<file path="src/rtl/chiplib_riscv_plic_gateway.sv">
// chiplib_riscv_plic_gateway
// One interrupt gateway per PLIC source (1..NumSources-1; source 0 is reserved).
// Raw lines are synchronised, then each source runs a small IDLE/PEND/CLAIMED
// machine. Edge sources remember events that arrive while busy.
// Optional feature macro: CHIPLIB_RISCV_PLIC_GATEWAY_EDGE_COUNT_EN
//   defined   -> edge events are counted up to MaxEdgeCount
//   undefined -> each edge source latches a single pending event bit
module chiplib_riscv_plic_gateway #(
    parameter int                    NumSources   = 100,
    parameter int                    SyncStages   = 2,
    parameter logic [NumSources-1:0] EdgeMask     = '0,
    parameter int                    MaxEdgeCount = 7
) (
    input  logic                  clk,
    input  logic                  rst,
    input  logic [NumSources-1:0] irq_src,
    input  logic [NumSources-1:0] irq_claim,
    input  logic [NumSources-1:0] irq_complete,
    output logic [NumSources-1:0] irq_pend,
    output logic [NumSources-1:0] irq_active,
    output logic [NumSources-1:0] irq_overflow
);

`ifdef CHIPLIB_RISCV_PLIC_GATEWAY_EDGE_COUNT_EN
    localparam int CntMax = MaxEdgeCount;
`else
    // A single latched event behaves like a counter that saturates at 1.
    localparam int CntMax = (MaxEdgeCount >= 1) ? 1 : 1;
`endif
    localparam int              CntW   = $clog2(CntMax + 1);
    localparam logic [CntW-1:0] CntTop = CntW'(CntMax);

    typedef enum logic [1:0] {
        IDLE    = 2'd0,
        PEND    = 2'd1,
        CLAIMED = 2'd2
    } state_t;

    logic [NumSources-1:0] req;
    // High once req carries genuinely sampled values rather than reset zeros.
    logic                  sync_filled;

    generate
        if (SyncStages == 0) begin : g_nosync
            assign req         = irq_src;
            assign sync_filled = 1'b1;
        end else begin : g_sync
            logic [NumSources-1:0] sync_q [SyncStages];
            logic [SyncStages-1:0] fill_q;

            // Shift raw lines through the synchroniser alongside a fill marker.
            always_ff @(posedge clk or posedge rst) begin
                if (rst) begin
                    for (int k = 0; k < SyncStages; k++) sync_q[k] <= '0;
                    fill_q <= '0;
                end else begin
                    sync_q[0] <= irq_src;
                    fill_q[0] <= 1'b1;
                    for (int k = 1; k < SyncStages; k++) begin
                        sync_q[k] <= sync_q[k-1];
                        fill_q[k] <= fill_q[k-1];
                    end
                end
            end

            assign req         = sync_q[SyncStages-1];
            assign sync_filled = fill_q[SyncStages-1];
        end
    endgenerate

    // Source 0 is reserved: outputs tied low, inputs deliberately dropped.
    assign irq_pend[0]     = 1'b0;
    assign irq_active[0]   = 1'b0;
    assign irq_overflow[0] = 1'b0;

    logic unused_bits;
    assign unused_bits = ^{irq_claim[0], irq_complete[0], req[0], sync_filled};

    generate
        for (genvar i = 1; i < NumSources; i++) begin : g_src
            if (EdgeMask[i]) begin : g_edge
                state_t          state;
                logic            prev;
                logic            armed;
                logic            ovf;
                logic [CntW-1:0] cnt;
                logic            ev;

                // A rising edge only counts once a real 0 has been sampled, so a
                // line held high through reset release is not taken as an edge.
                assign ev = armed & req[i] & ~prev;

                // Edge gateway: state machine plus saturating event store.
                always_ff @(posedge clk or posedge rst) begin
                    if (rst) begin
                        state <= IDLE;
                        cnt   <= '0;
                        prev  <= 1'b0;
                        armed <= 1'b0;
                        ovf   <= 1'b0;
                    end else begin
                        prev  <= req[i];
                        armed <= armed | (sync_filled & ~req[i]);
                        ovf   <= 1'b0;
                        case (state)
                            IDLE: begin
                                // A fresh edge is consumed directly; otherwise
                                // take one stored event. Both together leave cnt.
                                if (ev || (cnt != '0)) begin
                                    state <= PEND;
                                    if (!ev) cnt <= cnt - CntW'(1);
                                end
                            end
                            PEND:    if (irq_claim[i])    state <= CLAIMED;
                            CLAIMED: if (irq_complete[i]) state <= IDLE;
                            default: state <= IDLE;
                        endcase
                        if (ev && (state != IDLE)) begin
                            if (cnt == CntTop) ovf <= 1'b1;
                            else               cnt <= cnt + CntW'(1);
                        end
                    end
                end

                assign irq_pend[i]     = (state == PEND);
                assign irq_active[i]   = (state == CLAIMED);
                assign irq_overflow[i] = ovf;
            end else begin : g_level
                state_t state;

                // Level gateway: request re-pends whenever the line is high in IDLE.
                always_ff @(posedge clk or posedge rst) begin
                    if (rst) begin
                        state <= IDLE;
                    end else begin
                        case (state)
                            IDLE:    if (req[i])          state <= PEND;
                            PEND:    if (irq_claim[i])    state <= CLAIMED;
                            CLAIMED: if (irq_complete[i]) state <= IDLE;
                            default: state <= IDLE;
                        endcase
                    end
                end

                assign irq_pend[i]     = (state == PEND);
                assign irq_active[i]   = (state == CLAIMED);
                assign irq_overflow[i] = 1'b0;
            end
        end
    endgenerate

endmodule

</file>
<file path="config.mk">
export PLATFORM = sky130hd
export DESIGN_NAME = chiplib_riscv_plic_gateway
export DESIGN_NICKNAME = d
export VERILOG_FILES = /design/src/rtl/chiplib_riscv_plic_gateway.sv
export SDC_FILE = /design/constraint.sdc
export NUM_CORES = 1
export LEC_CHECK = 0
export CAP_MARGIN = 20
export CORE_AREA = 2 2 236 238
export CTS_BUF_LIST = sky130_fd_sc_hd__clkbuf_8
export CTS_CLUSTER_DIAMETER = 50
export CTS_CLUSTER_SIZE = 14
export DETAILED_ROUTE_END_ITERATION = 7
export DIE_AREA = 0 0 238 240
export PLACE_DENSITY = 0.53
export SLEW_MARGIN = 20
export SYNTH_ARGS = -nofsm -noshare
export SYNTH_HDL_FRONTEND = slang
export SYNTH_SLANG_ARGS = --single-unit
</file>
<file path="constraint.sdc">
create_clock -name clk -period 14.45 [get_ports clk]
set_input_delay 3.6125 -clock clk [delete_from_list [all_inputs] [get_ports clk]]
set_output_delay 3.6125 -clock clk [all_outputs]
set_load 0.02 [all_outputs]
</file>
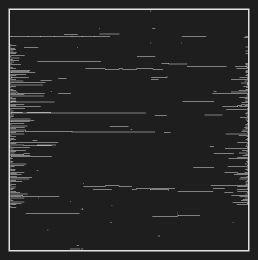
run_1/layer_met3.png
(1 px per um)
longest straight run: 135 um
wire length on this layer: 3110 um
share of all routed wire: 8.5%
global routing usage on met3: 4.94%
DRT Wirelength: 36800 um
number of vias after detailed routing: 9766

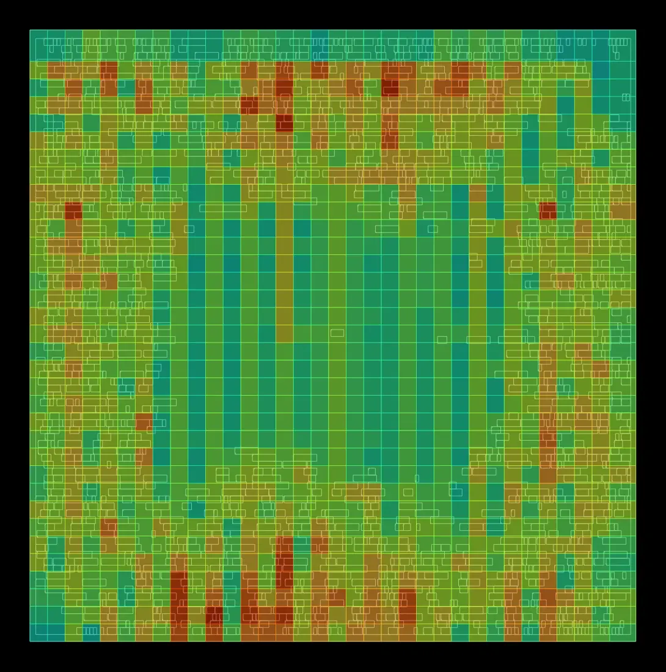
run_1/congestion.png
met2 track demand over resource: 22.1%
most used routing layer: met2

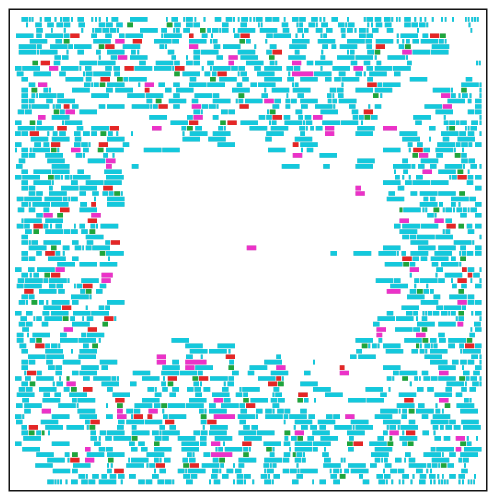
run_1/sizes.png
(2 px per um)
legend:
  green:
    size: _2 cells
    cells: 98
    share: 5.7%
  cyan:
    size: _0 and _1 cells
    cells: 1468
    share: 86%
  magenta:
    size: _6 and larger
    cells: 72
    share: 4.2%
  red:
    size: _3 and _4 cells
    cells: 75
    share: 4.4%
fin worst setup slack: 8.87 ns
count of plain and timing-repair buffers: 499
fin area: 21700 sq um
synthesis-to-finish area growth: 43.7%

==> run notes, run 1 <==
Implementation run completed; key figures follow.

Global route:
- Global routing used 14.4% of the available met1 tracks.
- The run puts the number of global-route vias before repair at approximately 10000.
- The run gives the total routing resource utilization after global routing as 12.7%.
- The run puts the remaining global-route overflow at 0.

Synthesis:
- The run gives the adder and majority cell fraction of the synthesized area as 0%.
- The run gives the fraction of synthesized area in multiplexers as 0%.
- By count the netlist is led by 396 x dfrtp_1, 102 x buf_4, 100 x inv_1, 99 x nor2_1.
- Summing the areas of all compound-gate instances in the mapped netlist gives 10.3% of the synthesized area.
- The run puts the area figure in the yosys stat output at ~15000 sq um.
- The run gives the post-synthesis simple-gate area fraction as between 15 and 20%.
- The synthesis report lists the Yosys warning total as 0.
- The run gives the number of synthesized flops with an enable pin as 0.
- By instance count, the leading cell after synthesis is dfrtp_1.

Layout:
- The most common logic cells in the final layout are 496 x clkdlybuf4s50_1, 396 x dfrtp_1, 102 x inv_1, 102 x conb_1, 99 x nor2_1.
- Clock tree buffers and inverters occupy 5.03% of the routed design's cell area.
- The most common logic cell in the final layout is clkdlybuf4s50_1.
- After layout the signal buffers, clock cells excluded, come to ~23% of cell area.
- The run gives the register area as 9910 sq um.
- The run gives the layout inverter count without the clock tree as 100.
- The run puts the end-of-flow core utilization at 39.8%.
- The run gives the final-layout clock buffer total as between 50 and 60.
- The run puts the flop count at 396.
- The final layout report lists a filler cell count of 5296.

Routing:
- In this run the top signal layer used is met5.
- The run puts the total met2 wirelength after detailed routing at 18900 um.
- The run gives the sum of met3 wire segment lengths after detailed routing as 3110 um.
- In the final routed layout, each cell accounts on average for 15.2 um.
- Per the log, the first TritonRoute iteration ended with a DRC count of 247.
- The run gives the final routed DRC violation total as 0.

Power and ir drop:
- The run gives the power share of the clock group as between 20% and 30%.
- In the power breakdown, the biggest contributor is sequential cells.
- The run puts the power dissipated in sequential cells at 1.71 mW.
- The run gives the worst voltage drop across the vdd grid as 0.000100 V.
- Combinational power for this build is 1.70 mW.

Status:
- The run finished with clean final reports.

Die:
- The run puts the horizontal extent of the die at 238 um.
- The run puts the number of tap cells inserted at 704.
- The run gives the effective utilization at floorplan as 27.7%.

Clock network:
- The run gives the number of clock sinks as 396.
- The clock passes through at most 3 buffers.
- The run gives the post-cts hold-fix buffer tally as 0.
- The run puts the quantity of gates resized following cts at 0.

Flow run:
- Summing over the stages, the warning tally comes to 33.

STA:
- Per the final report, max-transition violations number 0.
- The run puts the post-route minimum period at 5.58 ns.
- The pin closest to its max-slew limit shows a slew of approximately 1.0 ns.
- The run gives the peak clock frequency supported by timing as 179 MHz.
- The run gives the setup total negative slack as 0 ns.
- The run gives the total count of hold-check failures in the final report as 0.
- The run puts the largest clock skew in the final design at 0.0169 ns.
- The run gives the final critical-path share of the clock period as 38.6%.

Setup path:
- The critical path in this run is classified as register to output port.
- Looking at the critical path, the highest net fanout was 5.
- The run gives the startpoint type of the worst setup path as a register.
- The run gives the family with the most delay on the worst path as buffers and inverters.
- The launch point of the critical path was reported as g_src[30].g_level.state[0]$_DFFE_PP0P_.

Placed design:
- The run puts the half-perimeter wire length of the detailed placement result at ~28000 um.
- The congestion estimate from routability-driven global placement came to 0.778.

Worst hold path:
- The run gives the type of the most critical hold path as register to register.
==> run 2, diff against run 1 <==
--- a/config.mk
+++ b/config.mk
@@ -12,7 +12,7 @@
 export CTS_CLUSTER_SIZE = 14
 export DETAILED_ROUTE_END_ITERATION = 7
 export DIE_AREA = 0 0 238 240
-export PLACE_DENSITY = 0.53
+export PLACE_DENSITY = 0.51
 export SLEW_MARGIN = 20
 export SYNTH_ARGS = -nofsm -noshare
 export SYNTH_HDL_FRONTEND = slang
==> constraint.sdc (replaced) <==
create_clock -name clk -period 5.9 [get_ports clk]
set_input_delay 1.475 -clock clk [delete_from_list [all_inputs] [get_ports clk]]
set_output_delay 1.475 -clock clk [all_outputs]
set_load 0.02 [all_outputs]
==> run 2 against run 1 <==
Clock power increased to 2.6 times the previous value. Non-clock buffer count up 2. Via count is 0.89% lower. Clock skew increased by 0.00066 ns. Setup slack worse by 6.4 ns. Worst hold slack improved by 0.0056 ns. Die size stayed put. Sequential power increased by 150%. Wire length is 1.6% higher.
==> run notes, run 2 <==
Implementation run completed; key figures follow.

Layout:
- The run puts the clock network contribution to total cell area at 5.49%.
- The run gives the register area as 9910 sq um.
- The run gives the end-of-flow core utilization as between 40% and 50%.
- The run gives the area overhead of the layout relative to synthesis as 44.6%.
- In the layout the commonest cells are 496 x clkdlybuf4s50_1, 396 x dfrtp_1, 102 x conb_1.
- The final layout contains a sequential cell count of 396.
- Per the cell usage report, the commonest logic cell in the layout is clkdlybuf4s50_1.
- The run puts the number of buffers outside the clock class in the layout at 501.
- The run puts the layout inverter count without the clock tree at 100.

STA:
- The run puts the largest clock skew in the final design at 0.0175 ns.
- The run gives the peak clock frequency supported by timing as about 290 MHz.
- For the pin with the worst max-slew slack, the measured transition is 0.734 ns.
- The run gives the final critical-path share of the clock period as 58.0%.
- The run gives the final-report max-slew violation count as 0.
- The final layout reports a setup TNS of 0 ns.

Flow run:
- Summing over the stages, the warning tally comes to 33.

Power and ir drop:
- The combinational power reported by the tool is 4.18 mW.
- The run gives the worst voltage drop across the vdd grid as about 0.00026 V.
- The flow reports power dissipated in sequential cells as 4.20 mW.
- In this run, the clock network consumes between 20 and 25% of the power.
- The largest part of the power goes to sequential cells.

Global route:
- The run gives the number of global-route vias before repair as 9959.
- Summed over all layers, the global routing overflow is 0.
- For this run, global-route usage on met1 was measured as 14.5%.
- The run gives the total routing resource utilization after global routing as 12.7%.
- The run gives the highest-utilization routing layer at the global route stage as met2.

Die:
- The run puts the horizontal extent of the die at 238 um.
- According to the tapcell log, the count of inserted taps is 704.
- The initial utilization of the core area, before any placement, comes to 27.7%.

Synthesis:
- The commonest cells after synthesis are 396 x dfrtp_1, 102 x buf_4, 100 x inv_1, 99 x nor2_1.
- Of the post-synthesis cell area, the part taken by muxes is 0%.
- The run gives the area figure in the yosys stat output as 15100 sq um.
- The run puts the adder and majority cell fraction of the synthesized area at 0%.
- The run gives the and-or/or-and share of the synthesized area as 10.3%.
- Looking at the gate-level netlist, the highest instance count belongs to dfrtp_1.
- The run gives the post-synthesis simple-gate area fraction as 16.6%.

Routing:
- After detailed routing, the met2 layer carries 19200 um of wire.
- The run puts the violation count after the first detailed-routing iteration at 258.
- In this run the top signal layer used is met5.

Placed design:
- At the end of routability-driven placement, the weighted congestion stood at 0.776.

Worst hold path:
- The most critical min-delay path falls under register to register.

Setup path:
- The run gives the highest net fanout along the worst path as 3.
- The run gives the start point of the critical path as g_src[55].g_level.state[1]$_DFFE_PP0P_.

Clock network:
- The report lists the number of cells resized after CTS as 0.

Status:
- The run finished with clean final reports.
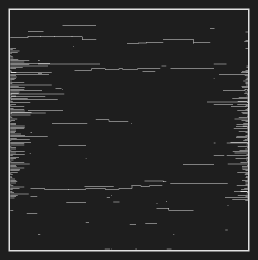
run_2/layer_met3.png
(1 px per um)
longest straight run: 61.9 um
wire length on this layer: 2910 um
DRT Wirelength: 37400 um
number of vias after detailed routing: 9679
global routing usage on met3: 4.59%

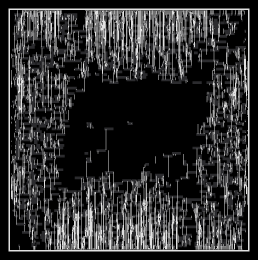
run_2/layer_met2.png
(1 px per um)
share of all routed wire: 51%
longest straight run: 75.1 um
wire length on this layer: 19200 um
nets with wire on the layer: 1753
main direction: vertical
met2 track demand over resource: 22.2%

==> run 3, diff against run 2 <==
==> constraint.sdc (replaced) <==
create_clock -name clk -period 3.5 [get_ports clk]
set_input_delay 0.875 -clock clk [delete_from_list [all_inputs] [get_ports clk]]
set_output_delay 0.875 -clock clk [all_outputs]
set_load 0.02 [all_outputs]
==> run 3 against run 2 <==
Sequential power is 69% higher. Via count increased by 0.36%. Power grew 69%. Area after synthesis did not move. Wire length is 0.63% higher. First-iteration DRC count is 23% lower. Critical path type unchanged.
==> run notes, run 3 <==
Implementation run completed; key figures follow.

Placed design:
- The run gives the final weighted congestion of routability-driven global placement as 0.767.
- The run puts the tally of buffers added on design ports at 496.
- For this run the detailed placement stage logged an HPWL of 28900 um.

Layout:
- The run puts the area overhead of the layout relative to synthesis at 44.8%.
- The run puts the clock network contribution to total cell area at 5.42%.
- The run puts the number of buffers outside the clock class in the layout at 506.
- The run puts the register area at 9910 sq um.
- The run puts the proportion of layout cells with a drive suffix above 1 at 14.8%.
- The run puts the layout inverter count without the clock tree at 100.
- The run gives the final-layout clock buffer total as 57.
- The library cells used most frequently in the layout, excluding fill and tap cells, are 496 x clkdlybuf4s50_1, 396 x dfrtp_1, 102 x conb_1.
- Leaving out fill and tap cells, the most frequent cell in the layout is clkdlybuf4s50_1.
- The count of cells in the finished layout, fillers not included, comes to 2426.
- The run puts the flop count at 396.
- Summing all non-filler instances in the final layout gives an area of 21900 sq um.
- The run puts the count of filler cells inserted in the layout at between 5000 and 6000.
- Cells fill 40.1% of the core in the end.
- The run puts the share of final layout cell area taken by non-clock buffers at 23.2%.

Routing:
- The run gives the routed wire length as between 30000 and 40000 um.
- For this run, design rule violations remaining after detail routing come to 0.
- The run puts the violation count after the first detailed-routing iteration at between 150 and 200.
- The run puts the sum of met3 wire segment lengths after detailed routing at roughly 3000 um.
- The run puts the total number of vias at between 9000 and 10000.
- The highest metal layer carrying signal wires in the routed design is met5.
- Wire segments on met2 add up to 19000 um in the final route.
- Per the detail_route report, routed wire per instance is 15.5 um.

Clock network:
- The run puts the buffer depth of the longest clock path at 3.
- The run puts the deepest level of the CTS H-tree at 2.
- The CTS report gives the tree buffer count as 48.
- The run puts the number of clock sinks at a little under 400.
- The run puts the quantity of gates resized following cts at 0.
- The run gives the post-cts hold-fix buffer tally as 0.

Power and ir drop:
- The run gives the share of power burned in combinational logic as 39.1%.
- The run gives the combinational-cell power consumption as a little over 7 mW.
- The run gives the sum of internal, switching and leakage power as 18.1 mW.
- The run gives the worst voltage drop across the vdd grid as 0.000417 V.
- Summed over all sequential cells, the power is between 7 and 8 mW.
- The largest share of the power goes to sequential cells.
- Total power normalized to cell area comes to 826 nW/um^2.
- The clock network accounts for 21.8% of the total power.

STA:
- The run gives the post-layout worst setup margin as 0.680 ns.
- The run gives the total count of hold-check failures in the final report as 0.
- Pins over their slew limit in the final report were tallied at 0.
- The run puts the setup total negative slack at 0 ns.
- The run puts the largest clock skew in the final design at 0.0243 ns.
- The run gives the final critical-path share of the clock period as 80.6%.
- The run puts the peak clock frequency supported by timing at 355 MHz.
- The pin closest to its max-slew limit shows a slew of 0.594 ns.
- Setup repair after global routing left no endpoint under its margin.

Die:
- The run gives the horizontal extent of the die as 238 um.
- The run gives the number of tap cells inserted as around 700.
- The run gives the effective utilization at floorplan as 27.7%.

Status:
- The flow ran to the end, and the final reports show no timing, DRC or antenna violations.

Global route:
- The run gives the total routing resource utilization after global routing as 12.9%.
- The run gives the remaining global-route overflow as 0.
- After global routing, the most crowded layer is met2.

Synthesis:
- Of the total synthesized cell area, the portion taken by full adders, half adders and majority gates is 0%.
- The run gives the largest non-sequential cell family by area as simple AND/OR/NAND/NOR gates.
- For reference, the top cells by count after synthesis are 396 x dfrtp_1, 102 x buf_4, 100 x inv_1, 99 x nor2_1.
- The run gives the most common cell in the synthesized netlist as dfrtp_1.
- The run puts the synthesis warning total at 0.
- In the synthesized netlist, mux cells make up 0% of the area.
- In this run, synthesis inferred 0 flip-flops with an integrated enable.
- The run gives the area figure in the yosys stat output as 15100 sq um.
- In this run, the synthesized area fraction spent on xor and xnor cells is recorded as 0%.
- The run gives the post-synthesis simple-gate area fraction as 16.6%.
- The cell-mix breakdown from Yosys lists the compound-gate area share as 10.3%.

Setup path:
- The worst setup path is captured at an output port.
- The worst setup path is launched from a register.
- The run gives the highest net fanout along the worst path as 3.
- The most critical setup path has its startpoint at g_src[55].g_level.state[1]$_DFFE_PP0P_.
- The run gives the category of the most critical setup path as register to output port.
- Per STA, the worst path accumulates the most delay in the family buffers and inverters.

Worst hold path:
- The worst hold path belongs to the class register to register.

Flow run:
- The run gives the OpenROAD warning count as 30.
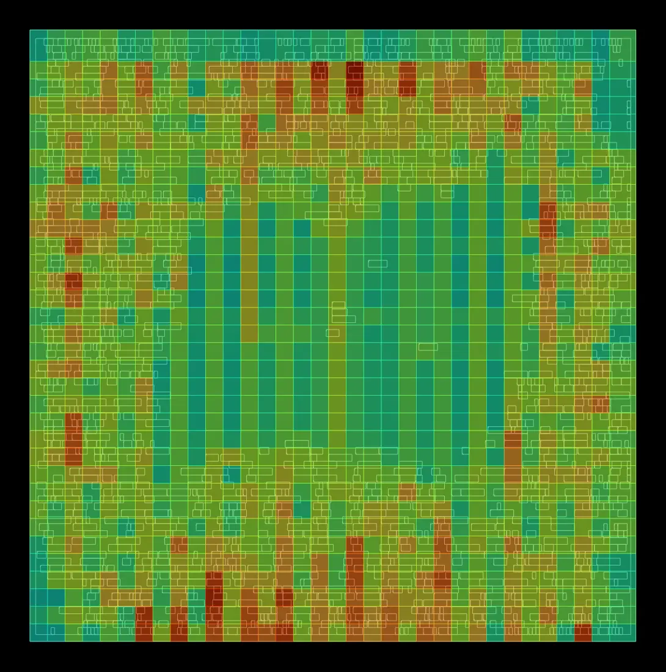
run_3/congestion.png
met1 Usage GRT: 15.1%
global routing usage on met3: 4.80%

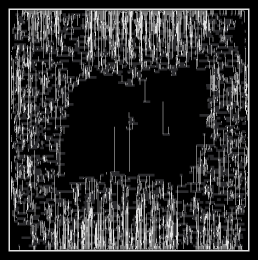
run_3/layer_met2.png
(1 px per um)
nets with wire on the layer: 1751
longest straight run: 77.9 um
wire length on this layer: 19000 um
main direction: vertical
share of all routed wire: 50%


==> screenshots <==
Gate families picked out.
(2 px per um)
(a)
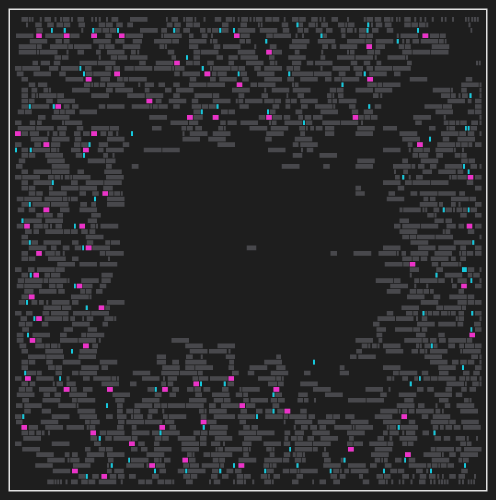
(b)
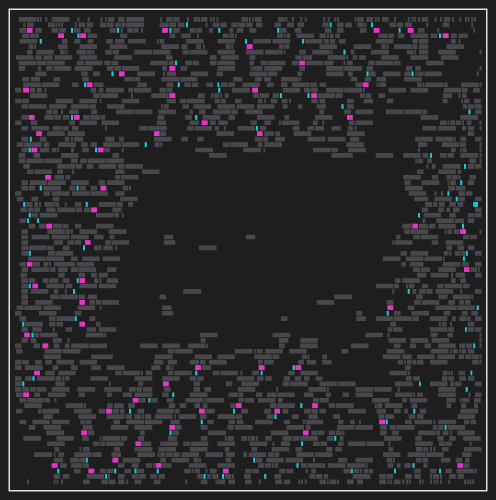
(c)
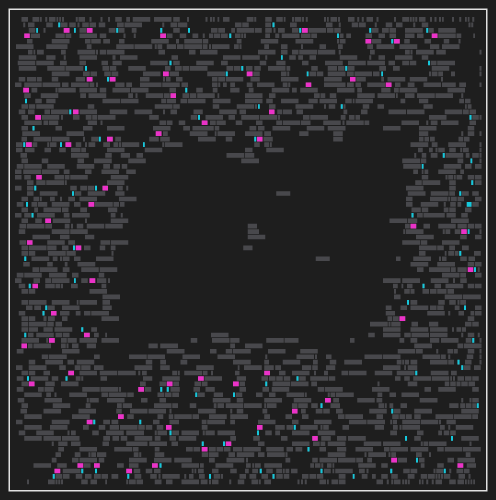
(a) is run 1.
(c) is run 3.
(b) is run 2.

Key to (a):
legend:
  cyan:
    family: inverters
    cells: 100
    most_used: inv_1
    where: widely spread
  magenta:
    family: AND-OR and OR-AND gates
    cells: 65
    most_used: a22o_1
    where: widely spread

Power is estimated from default activity; no workload was simulated.
